### Cell classes on the final placement, run 1

Scale: 1.5 px per µm. Fill, decap, tap and diode cells in gray.
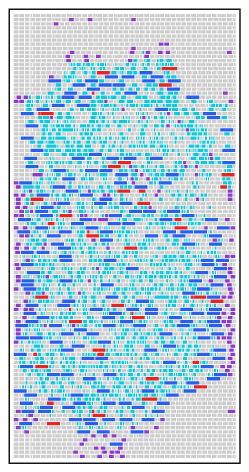
### M3 wires, run 1

Scale: 2 px per µm.
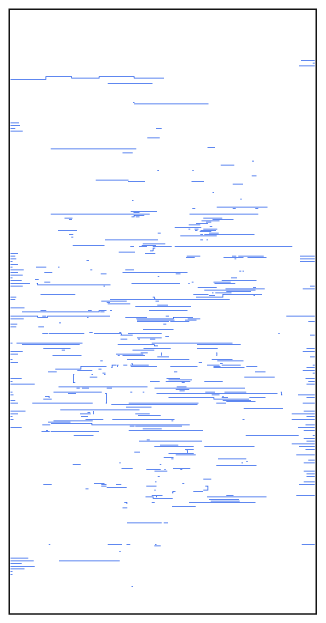
### Drive-strength map, run 1

Scale: 1.5 px per µm.
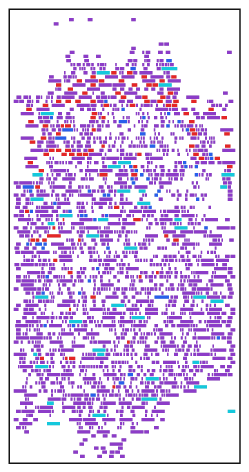
===== config.mk =====
export PLATFORM = sky130hd
export DESIGN_NAME = md_unit
export DESIGN_NICKNAME = d
export VERILOG_FILES = /design/src/rtl/md_unit_pkg.sv /design/src/rtl/md_iter_core.sv /design/src/rtl/md_unit.sv
export SDC_FILE = /design/constraint.sdc
export NUM_CORES = 1
export LEC_CHECK = 0
export CORE_ASPECT_RATIO = 2
export CORE_MARGIN = 2
export CORE_UTILIZATION = 37
export DETAILED_ROUTE_END_ITERATION = 10
export HOLD_SLACK_MARGIN = 0.1
export PLACE_DENSITY_LB_ADDON = 0.3
export SLEW_MARGIN = 20
export SYNTH_ARGS = -nofsm -noshare
export SYNTH_HDL_FRONTEND = slang
export SYNTH_HIERARCHICAL = 1
export SYNTH_SLANG_ARGS = --single-unit
export TNS_END_PERCENT = 50

===== constraint.sdc =====
create_clock -name clk -period 5.59 [get_ports clk]
set_input_delay 1.118 -clock clk [delete_from_list [all_inputs] [get_ports clk]]
set_output_delay 1.118 -clock clk [all_outputs]
set_load 0.03 [all_outputs]

===== src/rtl/md_unit_pkg.sv =====
// md_unit shared definitions: op codes, FSM state encoding, step count.
// Imported by md_unit and md_iter_core.
package md_unit_pkg;

  localparam int MD_STEPS = 32;

  localparam logic [2:0] MD_MULT  = 3'd0;
  localparam logic [2:0] MD_MULTU = 3'd1;
  localparam logic [2:0] MD_DIV   = 3'd2;
  localparam logic [2:0] MD_DIVU  = 3'd3;
  localparam logic [2:0] MD_MTHI  = 3'd4;
  localparam logic [2:0] MD_MTLO  = 3'd5;

  typedef enum logic [1:0] {
    MD_IDLE = 2'd0,
    MD_RUN  = 2'd1,
    MD_FIX  = 2'd2
  } md_state_e;

endpackage


===== src/rtl/md_iter_core.sv =====
// Shared radix-2 datapath: 2W-bit accumulator/remainder shift register
// plus one (W+1)-bit adder used as add (multiply) or subtract (divide).
// Ports: clk/resetn, load_i (latch a_i/b_i), step_i (one iteration),
// mul_i (1 = shift-add multiply, 0 = restoring divide), acc_o (state).
module md_iter_core
  import md_unit_pkg::*;
#(
  parameter int W = 32
) (
  input  logic           clk,
  input  logic           resetn,
  input  logic           load_i,
  input  logic           step_i,
  input  logic           mul_i,
  input  logic [W-1:0]   a_i,
  input  logic [W-1:0]   b_i,
  output logic [2*W-1:0] acc_o
);

  logic [2*W-1:0] acc_q, acc_d;
  logic [W-1:0]   opnd_q, opnd_d;
  logic [W:0]     x, y;
  logic [W+1:0]   s;

  // Divide computes x - d as x + ~d + 1; s[W+1] is then the no-borrow bit.
  always_comb begin
    x = mul_i ? {1'b0, acc_q[2*W-1:W]} : acc_q[2*W-1:W-1];
    y = mul_i ? {1'b0, opnd_q} : ~{1'b0, opnd_q};
    s = {1'b0, x} + {1'b0, y} + {{(W+1){1'b0}}, ~mul_i};
  end

  always_comb begin
    acc_d  = acc_q;
    opnd_d = opnd_q;
    if (load_i) begin
      acc_d  = {{W{1'b0}}, a_i};
      opnd_d = b_i;
    end else if (step_i) begin
      if (mul_i) begin
        acc_d = acc_q[0] ? {s[W:0], acc_q[W-1:1]}
                         : {1'b0, acc_q[2*W-1:W], acc_q[W-1:1]};
      end else begin
        acc_d = s[W+1] ? {s[W-1:0], acc_q[W-2:0], 1'b1}
                       : {acc_q[2*W-2:0], 1'b0};
      end
    end
  end

  always_ff @(posedge clk or negedge resetn) begin
    if (!resetn) begin
      acc_q  <= '0;
      opnd_q <= '0;
    end else begin
      acc_q  <= acc_d;
      opnd_q <= opnd_d;
    end
  end

  assign acc_o = acc_q;

endmodule


===== src/rtl/md_unit.sv =====
// Iterative multiply/divide unit with HI/LO; sequencing FSM and sign fix.
// Ports: clk/resetn, op_valid/op_code/op_a/op_b, cancel, op_ready/busy, hi/lo.
module md_unit
  import md_unit_pkg::*;
#(
  parameter int XLEN = 32
) (
  input  logic            clk,
  input  logic            resetn,
  input  logic            op_valid,
  input  logic [2:0]      op_code,
  input  logic [XLEN-1:0] op_a,
  input  logic [XLEN-1:0] op_b,
  input  logic            cancel,
  output logic            op_ready,
  output logic            busy,
  output logic [XLEN-1:0] hi,
  output logic [XLEN-1:0] lo
);

  md_state_e state_q, state_d;
  logic [4:0] cnt_q, cnt_d;
  logic mul_q, mul_d;
  logic sq_q, sq_d;
  logic sr_q, sr_d;
  logic dbz_q, dbz_d;
  logic [XLEN-1:0] a_q, a_d;
  logic [XLEN-1:0] hi_q, hi_d;
  logic [XLEN-1:0] lo_q, lo_d;

  logic accept, is_md, is_mul, is_sgn;
  logic core_load, core_step, core_mul;
  logic [XLEN-1:0] a_mag, b_mag;
  logic [2*XLEN-1:0] acc, prod;
  logic [XLEN-1:0] quo, rem;

  assign op_ready = (state_q == MD_IDLE);
  assign busy     = (state_q != MD_IDLE);
  assign accept   = op_valid & op_ready & ~cancel;

  always_comb begin
    is_md  = 1'b0;
    is_mul = 1'b0;
    is_sgn = 1'b0;
    unique case (1'b1)
      (op_code == MD_MULT):  begin is_md = 1'b1; is_mul = 1'b1; is_sgn = 1'b1; end
      (op_code == MD_MULTU): begin is_md = 1'b1; is_mul = 1'b1; end
      (op_code == MD_DIV):   begin is_md = 1'b1; is_sgn = 1'b1; end
      (op_code == MD_DIVU):  begin is_md = 1'b1; end
      default: ;
    endcase
  end

  // Magnitudes; the most negative value maps onto itself as unsigned.
  assign a_mag = (is_sgn && op_a[XLEN-1]) ? -op_a : op_a;
  assign b_mag = (is_sgn && op_b[XLEN-1]) ? -op_b : op_b;

  assign core_load = accept & is_md;
  assign core_step = (state_q == MD_RUN) & ~cancel;
  assign core_mul  = (state_q == MD_IDLE) ? is_mul : mul_q;

  md_iter_core #(.W(XLEN)) u_core (
    .clk    (clk),
    .resetn (resetn),
    .load_i (core_load),
    .step_i (core_step),
    .mul_i  (core_mul),
    .a_i    (a_mag),
    .b_i    (b_mag),
    .acc_o  (acc)
  );

  always_comb begin
    prod = sq_q ? -acc : acc;
    quo  = sq_q ? -acc[XLEN-1:0] : acc[XLEN-1:0];
    rem  = sr_q ? -acc[2*XLEN-1:XLEN] : acc[2*XLEN-1:XLEN];
  end

  always_comb begin
    state_d = state_q;
    cnt_d   = cnt_q;
    mul_d   = mul_q;
    sq_d    = sq_q;
    sr_d    = sr_q;
    dbz_d   = dbz_q;
    a_d     = a_q;
    hi_d    = hi_q;
    lo_d    = lo_q;
    unique case (state_q)
      MD_IDLE: begin
        if (accept) begin
          if (is_md) begin
            state_d = MD_RUN;
            cnt_d   = '0;
            mul_d   = is_mul;
            sq_d    = is_sgn & (op_a[XLEN-1] ^ op_b[XLEN-1]);
            sr_d    = is_sgn & op_a[XLEN-1];
            dbz_d   = ~is_mul & (op_b == '0);
            a_d     = op_a;
          end else if (op_code == MD_MTHI) begin
            hi_d = op_a;
          end else if (op_code == MD_MTLO) begin
            lo_d = op_a;
          end
        end
      end
      MD_RUN: begin
        if (cancel) begin
          state_d = MD_IDLE;
        end else begin
          cnt_d = cnt_q + 5'd1;
          if (cnt_q == 5'(MD_STEPS - 1)) begin
            state_d = MD_FIX;
          end
        end
      end
      MD_FIX: begin
        state_d = MD_IDLE;
        if (!cancel) begin
          if (mul_q) begin
            hi_d = prod[2*XLEN-1:XLEN];
            lo_d = prod[XLEN-1:0];
          end else if (dbz_q) begin
            hi_d = a_q;
            lo_d = '1;
          end else begin
            hi_d = rem;
            lo_d = quo;
          end
        end
      end
      default: state_d = MD_IDLE;
    endcase
  end

  always_ff @(posedge clk or negedge resetn) begin
    if (!resetn) begin
      state_q <= MD_IDLE;
      cnt_q   <= '0;
      mul_q   <= 1'b0;
      sq_q    <= 1'b0;
      sr_q    <= 1'b0;
      dbz_q   <= 1'b0;
      a_q     <= '0;
      hi_q    <= '0;
      lo_q    <= '0;
    end else begin
      state_q <= state_d;
      cnt_q   <= cnt_d;
      mul_q   <= mul_d;
      sq_q    <= sq_d;
      sr_q    <= sr_d;
      dbz_q   <= dbz_d;
      a_q     <= a_d;
      hi_q    <= hi_d;
      lo_q    <= lo_d;
    end
  end

  assign hi = hi_q;
  assign lo = lo_q;

endmodule

==> impl_metrics.toml, run 1 <==
# generated from flow reports
[run_status]
status = "finished, final reports clean"

[logic_synthesis]
yosysMostFrequentCell = "nand2_1"
ys_area_mm2 = 0.0164
syn-mean-instance-area_um2 = 7.99
area_leaders = "dfrtp_1 (31%), nand2_1 (8.1%), xnor2_1 (6.5%)"
synth_warnings = 6
synth_area_mm2 = 0.0164
top_cells_by_count = "nand2_1 (352), dfrtp_1 (203), o21ai_0 (187)"
synth_area_leader_cell = "dfrtp_1"
ys_cells = 2051
fp_nets = 2160
synth_cell_types = 100
ff_type = "dfrtp_1"
yosys.area.top_type_share_pct = 31.0
ys.flops = 203

[die]
die_y_um = 302
core-area_mm2 = 0.0439
rows = 109
die_area_mm2 = 0.0461

[cts]
htreeDepth = 1
cts_hold_buf = 0
cts_buffers = 24
cts_tree = "done"
post_cts.repair.setup_buffers = 0
cts.reportedPaths.clkPinSlew_ps = 60
cts_resized = 0

[timing]
slew_viol_final = 0
rsz0062_at_grt = "no"
setup_ws_ps = 791
timing.final.crit_period_ps = 4800
max_slew.worst_pin.slew_ps = 1160
setup_viol = 0
setup_tns_ps = 0
clock_skew_ps = 12.4
finalCritPeriodShare_pct = 85.9

[pwr]
seq_power_share_pct = 27.5
power_switching_uw = 4660
combPwrFrac_pct = 55.1
ir_drop_v = 0.000269
power.leakage_uw = 0.00745

[run]
maxCapViolCount = 0
warnings = 28

[route]
drtIter0Drc = 1331
drt_pass1_iterations = 6
viasPerCell = 5.97

[finish]
instances_no_fill = 2686
layout-drive-gt1-share_pct = 9.29
area_growth_pct = 16.6
nets = 2223

[place]
routabilityCongestion = 0.945
preCtsSetupSlack_ps = 225

[critical_path]
crit_chain = "clkdlybuf4s50_1 -> o31ai_4 -> buf_12 -> buf_4 -> xnor2_1 -> fa_1 -> a211oi_1 -> o211ai_1 -> a32oi_1 -> nand2_1 -> nand3_1 -> nor3b_1 -> o22ai_1 -> a2111oi_2"
max_stage_delay_ps = 530
critPathKind = "input pin to flip-flop"
r2r_setup_slack_ps = 1150
reg2reg_from = "state_q[0]"
endpoint_kind = "flip-flop"

[grt]
grt_max_degree = 113
grt_use_total_pct = 24.4
antenna_found_initial = 0

[min_path]
hold_depth = 2
min_path_type = "flip-flop to flip-flop"
min_to = "a_q[30]"
-- 'Cell classes on the final placement' (at the start) --
legend:
  purple:
    class: other buffers and delay cells
    cells: 185
  blue:
    class: flip-flops
    cells: 203
  cyan:
    class: all other logic
    cells: 1,700
  red:
    class: clock drivers and dummy loads
    cells: 43
post-layout instance area: 0.0191 mm²
Final Util: 43.5%

-- 'M3 wires' (at the start) --
longest straight run: 60.3 µm
wire length on this layer: 3,620 µm
main direction: horizontal
share of all routed wire: 6.2%
WL final: 58,000 µm
M3 GR Usage: 2.63%
total number of vias: 16,000

-- 'Drive-strength map' (at the start) --
legend:
  cyan:
    size: drive 6 and up
    cells: 38
  purple:
    size: drive 1 or less
    cells: 1,933
  red:
    size: drive 2
    cells: 99
  blue:
    size: drive 3 to 4
    cells: 61

run 1: routing by layer:
layer  routed length (µm)  up-vias  global-route usage [%]
met5                    0        -                       0
met4                 2530        0                    9.99
met3                 3620      138                    2.63
met2                27300      664                    40.2
met1                24600     7692                    32.8
li1                     -     7543                       -
run 1: worst max-delay path: cells and delay by family:
| family | cells | cell delay [ps] |
|---|---|---|
| buf+inv | 3 | 1110 |
| fa+ha+maj | 1 | 500 |
| simple gates | 3 | 580 |
| compound gates | 6 | 1740 |
| xor+xnor | 1 | 150 |
run 1: power groups by stage:
stage | sequential (µW) | combinational [µW] | clock, µW
6_report | 2660 | 5330 | 1680
5_1_grt | 2720 | 5830 | 1760
4_1_cts | 2650 | 5270 | 1710
3_5_place_dp | 2670 | 5240 | 0
3_3_place_gp | 2670 | 5230 | 0
2_1_floorplan | 2530 | 3620 | 0
run 1: worst max-delay path by stage:
stage / start / end / cells past startpoint
after floorplan: state_q[0] / u_core/acc_o[61] / 19
after global placement: op_code[2] / u_core/acc_o[55] / 14
after detailed placement: op_code[2] / u_core/acc_o[55] / 14
after CTS: op_code[2] / u_core/acc_o[55] / 14
after global routing: op_code[2] / u_core/acc_o[55] / 14
final: op_code[2] / u_core/acc_o[55] / 14
run 1: sequential cells by signal (all words and copies together) (netlist names):
register       flops
cnt_q              5
sr_q               1
u_core/acc_o      64
a_q               32
dbz_q              1
u_core/opnd_q     32
hi                32
state_q            2
sq_q               1
lo                32
mul_q              1
run 1: logic make-up after synthesis:
kind of cell | Yosys count | synth area share (%)
AOI/OAI and AO/OA | 581 | 22.9
muxes | 109 | 7.16
DFF | 203 | 31.0
buffers and inverters | 182 | 4.44
xor gates and xnor gates | 187 | 10.0
and+or+nand+nor | 751 | 21.6
adders and majority gates | 38 | 2.95
run 1: area by class of cell:
| cell class | count | area [µm²] |
|---|---|---|
| Clock buffer | 39 | 748 |
| Multi-Input combinational cell | 1666 | 10600 |
| Clock inverter | 4 | 73.8 |
| Tap cell | 555 | 694 |
| Sequential cell | 203 | 5080 |
| Inverter | 34 | 130 |
| Timing Repair Buffer | 185 | 1760 |
| Fill cell | 4470 | 24800 |
run 1: placed cells by master, fill, tap and decap left out, types with 12 or more instances in the layout:
cell type,instances
nand2_1,352
dfrtp_1,202
o21ai_0,187
clkdlybuf4s50_1,135
xnor2_1,122
nor2_1,116
a21oi_1,114
xor2_1,65
mux2_2,65
nor3_1,60
buf_4,47
mux2i_1,44
o31ai_1,42
o22ai_1,41
ha_1,37
nand3_1,36
or3_1,34
inv_1,32
clkbuf_16,25
o211ai_1,22
nand4_1,19
o221ai_1,18
o21ai_1,18
or4_1,17
a221oi_1,17
nor4_1,16
nand2b_1,15
a31oi_1,12
a211oi_1,12
run 1: per-stage QoR:
step / hold slack [ps] / instance area, µm² / util, % / power (µW)
finish: 471 / 19100 / 43.5 / 9670
detailed placement: 458 / 18300 / 41.6 / 7920
floorplan: 437 / 16400 / - / 6150
global route: 494 / 19100 / 43.5 / 10300
CTS: 474 / 19100 / 43.5 / 9630
global placement: 451 / 18300 / 41.6 / 7900
### Routing congestion, run 1

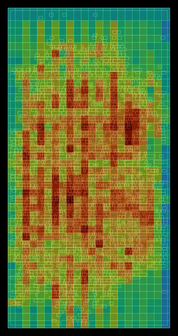

==> inputs of run 2 (changes only) <==
clock period = 5.25 ns   (was 5.59 ns; I/O delays follow)
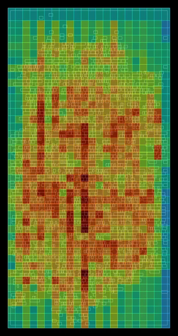
*Routing congestion, run 2*
Final Util: 44.3%
GR Util met1: 33.0%
GRT Max-Usage Layer: met2
All-Layer GR Usage: 24.8%

==> impl_metrics.toml, run 2 <==
# generated from flow reports
[run_status]
status = "finished, final reports clean"

[cts]
cts_resized = 0
clk_latency_ps = 540
post_cts.repair.setup_buffers = 0
htreeDepth = 1
cts_hold_buf = 0
cts_buffers = 23
cts-root-buf = "clkbuf_16"
ctsLongestPathBuffers = 3
cts.reportedPaths.clkPinSlew_ps = 60
cts_tree = "done"

[finish]
layout-drive-gt1-share_pct = 11.6
nets = 2282
layout_top_cell = "nand2_1"
area_growth_pct = 18.7
fillers = 4447
final_cell_mix = "nand2_1 (352), dfrtp_1 (202), o21ai_0 (187)"
largest_reg_flops = 64

[logic_synthesis]
yosys.area.top_type_share_pct = 31.0
synth-async-reset-ratio_pct = 100
ys_cells = 2051
synth_cell_types = 100
yosysMostFrequentCell = "nand2_1"
ys.flops = 203
area_leaders = "dfrtp_1 (31%), nand2_1 (8.1%), xnor2_1 (6.5%)"
fp_nets = 2160
ys_area_mm2 = 0.0164
syn-mean-instance-area_um2 = 7.99
synth_area_leader_cell = "dfrtp_1"
synth_warnings = 6
top_cells_by_count = "nand2_1 (352), dfrtp_1 (203), o21ai_0 (187)"
ff_type = "dfrtp_1"
synth_area_mm2 = 0.0164

[timing]
setup_ws_ps = 736
setup_viol = 0
rsz0062_at_grt = "no"
max_slew.worst_pin.slew_ps = 1140
timing.final.crit_period_ps = 4510
setup_tns_ps = 0
finalCritPeriodShare_pct = 86.0
slew_viol_final = 0
clock_skew_ps = 23.7

[route]
ant_nets = 0
routed_wirelength_um = 58900
drt_pass1_iterations = 7
vias = 16300
viasPerCell = 5.94
drtIter0Drc = 1419

[pwr]
p_per_area_mw_per_mm2 = 545
ir_drop_v = 0.000312
power.leakage_uw = 0.00769
total_power_uw = 10600

[min_path]
min_to = "hi[24]"
min_path_type = "flip-flop to flip-flop"
hold_depth = 2

[critical_path]
r2r_setup_slack_ps = 880
critPathKind = "input pin to flip-flop"
max_stage_delay_ps = 490
timing.rr.end = "u_core/acc_o[49]"
required_ps = 5670
cp-start-kind = "input pin"
crit_chain = "clkdlybuf4s50_1 -> o31ai_4 -> buf_12 -> mux2_2 -> ha_1 -> o211ai_1 -> o211ai_1 -> a32oi_1 -> buf_4 -> nand2_1 -> buf_4 -> a21oi_1 -> nor3b_1 -> o22ai_1 -> a2111oi_2"
reg2reg_from = "state_q[0]"
endpoint_kind = "flip-flop"
cp.arrival_ps = 4930

[place]
routabilityCongestion = 0.924
preCtsSetupSlack_ps = 207
hpwlAfterDp_um = 42000

[run]
warnings = 32
maxCapViolCount = 0

[die]
die_area_mm2 = 0.0461
rows = 109
die_y_um = 302
core-area_mm2 = 0.0439

[grt]
antenna_found_initial = 1
grt_max_degree = 131
grt_pass1_vias = 15600
run 2: cell counts after synthesis:
Identical to the previous run, type by type.
run 2: worst max-delay path: cells and delay by family:
family / cells / cell delay [ps]
fa+ha+maj: 1 / 360
buf+inv: 4 / 1110
simple gates: 2 / 440
compound gates: 7 / 1570
mux: 1 / 370
run 2: cell type report:
type | instances | area, µm² | share of cell area [%]
Tap cell | 555 | 694 | 3.57
Clock buffer | 34 | 657 | 3.38
Clock inverter | 5 | 31.3 | 0.161
Antenna cell | 1 | 2.50 | 0.0129
Multi-Input combinational cell | 1666 | 10600 | 54.5
Inverter | 34 | 130 | 0.669
Sequential cell | 203 | 5080 | 26.1
Timing Repair Buffer | 245 | 2250 | 11.6
run 2: kinds of logic after synthesis:
family	Yosys count	synth area share, %
and+or+nand+nor	751	21.6
DFF	203	31.0
buffers and inverters	182	4.44
AOI/OAI and AO/OA	581	22.9
adders and majority gates	38	2.95
muxes	109	7.16
xor gates and xnor gates	187	10.0
run 2: metal layers:
layer	share of wire [%]	GRT usage, %	vias up
met1	43	33.0	7842
met2	47	41.6	683
met4	3.2	7.78	2
met3	6.9	3.68	105
li1	-	-	7673
met5	0.019	0	-
run 2: worst max path at each step:
| stage | startpoint | endpoint | slack, ps | cells past startpoint |
|---|---|---|---|---|
| CTS | op_code[1] | u_core/acc_o[55] | 760 | 15 |
| global route | op_code[1] | u_core/acc_o[55] | 480 | 17 |
| detailed placement | op_code[1] | u_core/acc_o[55] | 210 | 15 |
| global placement | op_code[2] | u_core/acc_o[55] | 290 | 15 |
| floorplan | state_q[0] | u_core/acc_o[61] | 5 | 19 |
| finish | op_code[1] | u_core/acc_o[55] | 740 | 15 |
run 2: where the power goes:
group          leakage, µW  internal, µW  total, µW  switching [µW]
logic              0.00483          2710       6210            3490
clock network     0.000337           862       1560             693
registers          0.00253          1990       2840             850
run 2: per-stage QoR:
step	area, µm²	hold WS, ps	instances
2_1_floorplan	16400	437	2051
3_3_place_gp	18800	450	2703
3_5_place_dp	18800	457	2703
4_1_cts	19400	470	2742
5_1_grt	19500	496	2742
6_report	19500	473	2743
### Selected gate families, run 2

Scale: 1.5 px per µm.
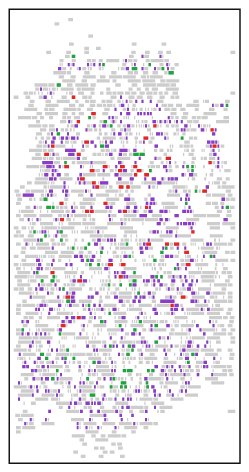

==> inputs of run 3 (changes only) <==
RECOVER_POWER = 100   (was default)
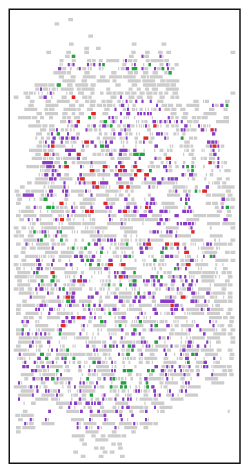
*Selected gate families, run 3*
Scale: 1.5 px per µm.
legend:
  red:
    family: AND-OR and OR-AND gates
    cells: 51
  purple:
    family: inverting AOI/OAI gates
    cells: 530
  green:
    family: AND and OR gates
    cells: 97
Comb area share: 54.7%
Post-Layout Cell Count: 2,743
most instantiated logic cell after routing: nand2_1

==> impl_metrics.toml, run 3 <==
# generated from flow reports
[run_status]
status = "finished, violations left"
violations = "max-capacitance violations, max-slew violations"

[route]
ant_nets = 0
drtIter0Drc = 1529
vias = 16300
viasPerCell = 5.93
drt_pass1_iterations = 5

[cts]
post_cts.repair.setup_buffers = 0
cts.reportedPaths.clkPinSlew_ps = 60
cts_resized = 0
cts_hold_buf = 0
cts_buffers = 23
cts_tree = "done"
htreeDepth = 1

[critical_path]
r2r_setup_slack_ps = 810
cp-endpoint = "u_core/acc_o[32]"
startpoint = "op_code[2]"
required_ps = 5700
critPathKind = "input pin to flip-flop"
cp-start-kind = "input pin"
endpoint_kind = "flip-flop"
cp.arrival_ps = 5220

[pwr]
p_int_uw = 5490
power_switching_uw = 5030
power.share.clock_pct = 14.9
seq_power_share_pct = 26.9
p_sw_share_pct = 47.8
combPwrFrac_pct = 58.2
total_power_uw = 10500
p_per_area_mw_per_mm2 = 543

[finish]
layout-drive-gt1-share_pct = 11.0
nets = 2282
largest_reg_flops = 64
fillers = 4462
flop_area_mm2 = 0.00508

[logic_synthesis]
top_cells_by_count = "nand2_1 (352), dfrtp_1 (203), o21ai_0 (187)"
area_leaders = "dfrtp_1 (31%), nand2_1 (8.1%), xnor2_1 (6.5%)"
ff_type = "dfrtp_1"
syn-mean-instance-area_um2 = 7.99
synth-async-reset-ratio_pct = 100
synth_warnings = 6
ys.flops = 203
ys_cells = 2051

[timing]
timing.final.crit_period_ps = 4770
clock_skew_ps = 23.4
max_slew.worst_pin.slew_ps = 2820
slew_viol_final = 437
finalHoldWorstSlack_ps = 468
setup_ws_ps = 478
finalCritPeriodShare_pct = 90.9

[place]
dp_cells = 2703
preCtsSetupSlack_ps = 207
hpwlAfterDp_um = 42000

[die]
core-area_mm2 = 0.0439

[grt]
grt_use_total_pct = 24.8
grt_pass1_vias = 15600
antenna_found_initial = 1

[run]
maxCapViolCount = 6
warnings = 32
run 3: cell counts after synthesis:
No cell type changed its count.
run 3: per-layer routing:
metal | vias up | part of all wire [%] | track usage, % | wire [µm]
li1 | 7674 | - | - | -
met1 | 7793 | 42 | 33.0 | 24900
met2 | 705 | 47 | 41.6 | 27900
met3 | 101 | 7.2 | 3.68 | 4250
met4 | 2 | 3.0 | 7.78 | 1790
met5 | - | 0.019 | 0 | 11
run 3: worst min-delay path by stage:
stage	startpoint	to	slack [ps]	depth (start not counted)
after global placement	a_q[11]	a_q[11]	450	2
after floorplan	a_q[11]	a_q[11]	440	2
after detailed placement	a_q[11]	a_q[11]	460	2
after CTS	a_q[11]	a_q[11]	470	2
after global routing	a_q[30]	a_q[30]	500	2
final	hi[24]	hi[24]	470	2
run 3: cell type report:
type / instances / share of cell area [%]
tap: 555 / 3.58
clock buffer: 34 / 3.39
clock inverter: 5 / 0.161
multi-input combinational: 1666 / 54.7
sequential: 203 / 26.2
timing repair buffer: 245 / 11.3
inverter: 34 / 0.672
antenna: 1 / 0.0129
run 3: per-stage QoR:
step / area (µm²) / utilization, %
2_1_floorplan: 16400 / -
3_3_place_gp: 18800 / 42.7
3_5_place_dp: 18800 / 42.7
4_1_cts: 19400 / 44.3
5_1_grt: 19400 / 44.1
6_report: 19400 / 44.1
run 3: power by group through the flow:
stage / registers, µW / clock network [µW] / logic [µW]
detailed placement: 2860 / 0 / 6110
global route: 2910 / 1640 / 6670
floorplan: 2690 / 0 / 3850
finish: 2840 / 1560 / 6130
global placement: 2850 / 0 / 6080
CTS: 2830 / 1590 / 6140
run 3: cell families (layout without fill, tap and decap cells):
logic type | after synthesis | after routing | synth area share (%)
DFF | 203 | 203 | 31.0
adders and majority gates | 38 | 38 | 2.95
other | 0 | 1 | 0
muxes | 109 | 109 | 7.16
and+or+nand+nor | 751 | 751 | 21.6
AOI/OAI and AO/OA | 581 | 581 | 22.9
xor gates and xnor gates | 187 | 187 | 10.0
buffers and inverters | 182 | 318 | 4.44
run 3: worst max-delay path, stage by stage:
cell           delay (ps)
dlygate4sd3_1         580
o31ai_4               410
buf_12                300
buf_4                 270
xnor2_1               100
ha_1                  340
a21oi_1               260
nand2_1               100
a21oi_1               340
a21oi_2               140
o21ai_4               260
o21a_1                210
buf_12                140
clkbuf_1              350
o21ai_0               160
o21ai_1               160
Power and IR drop assume default switching activity.
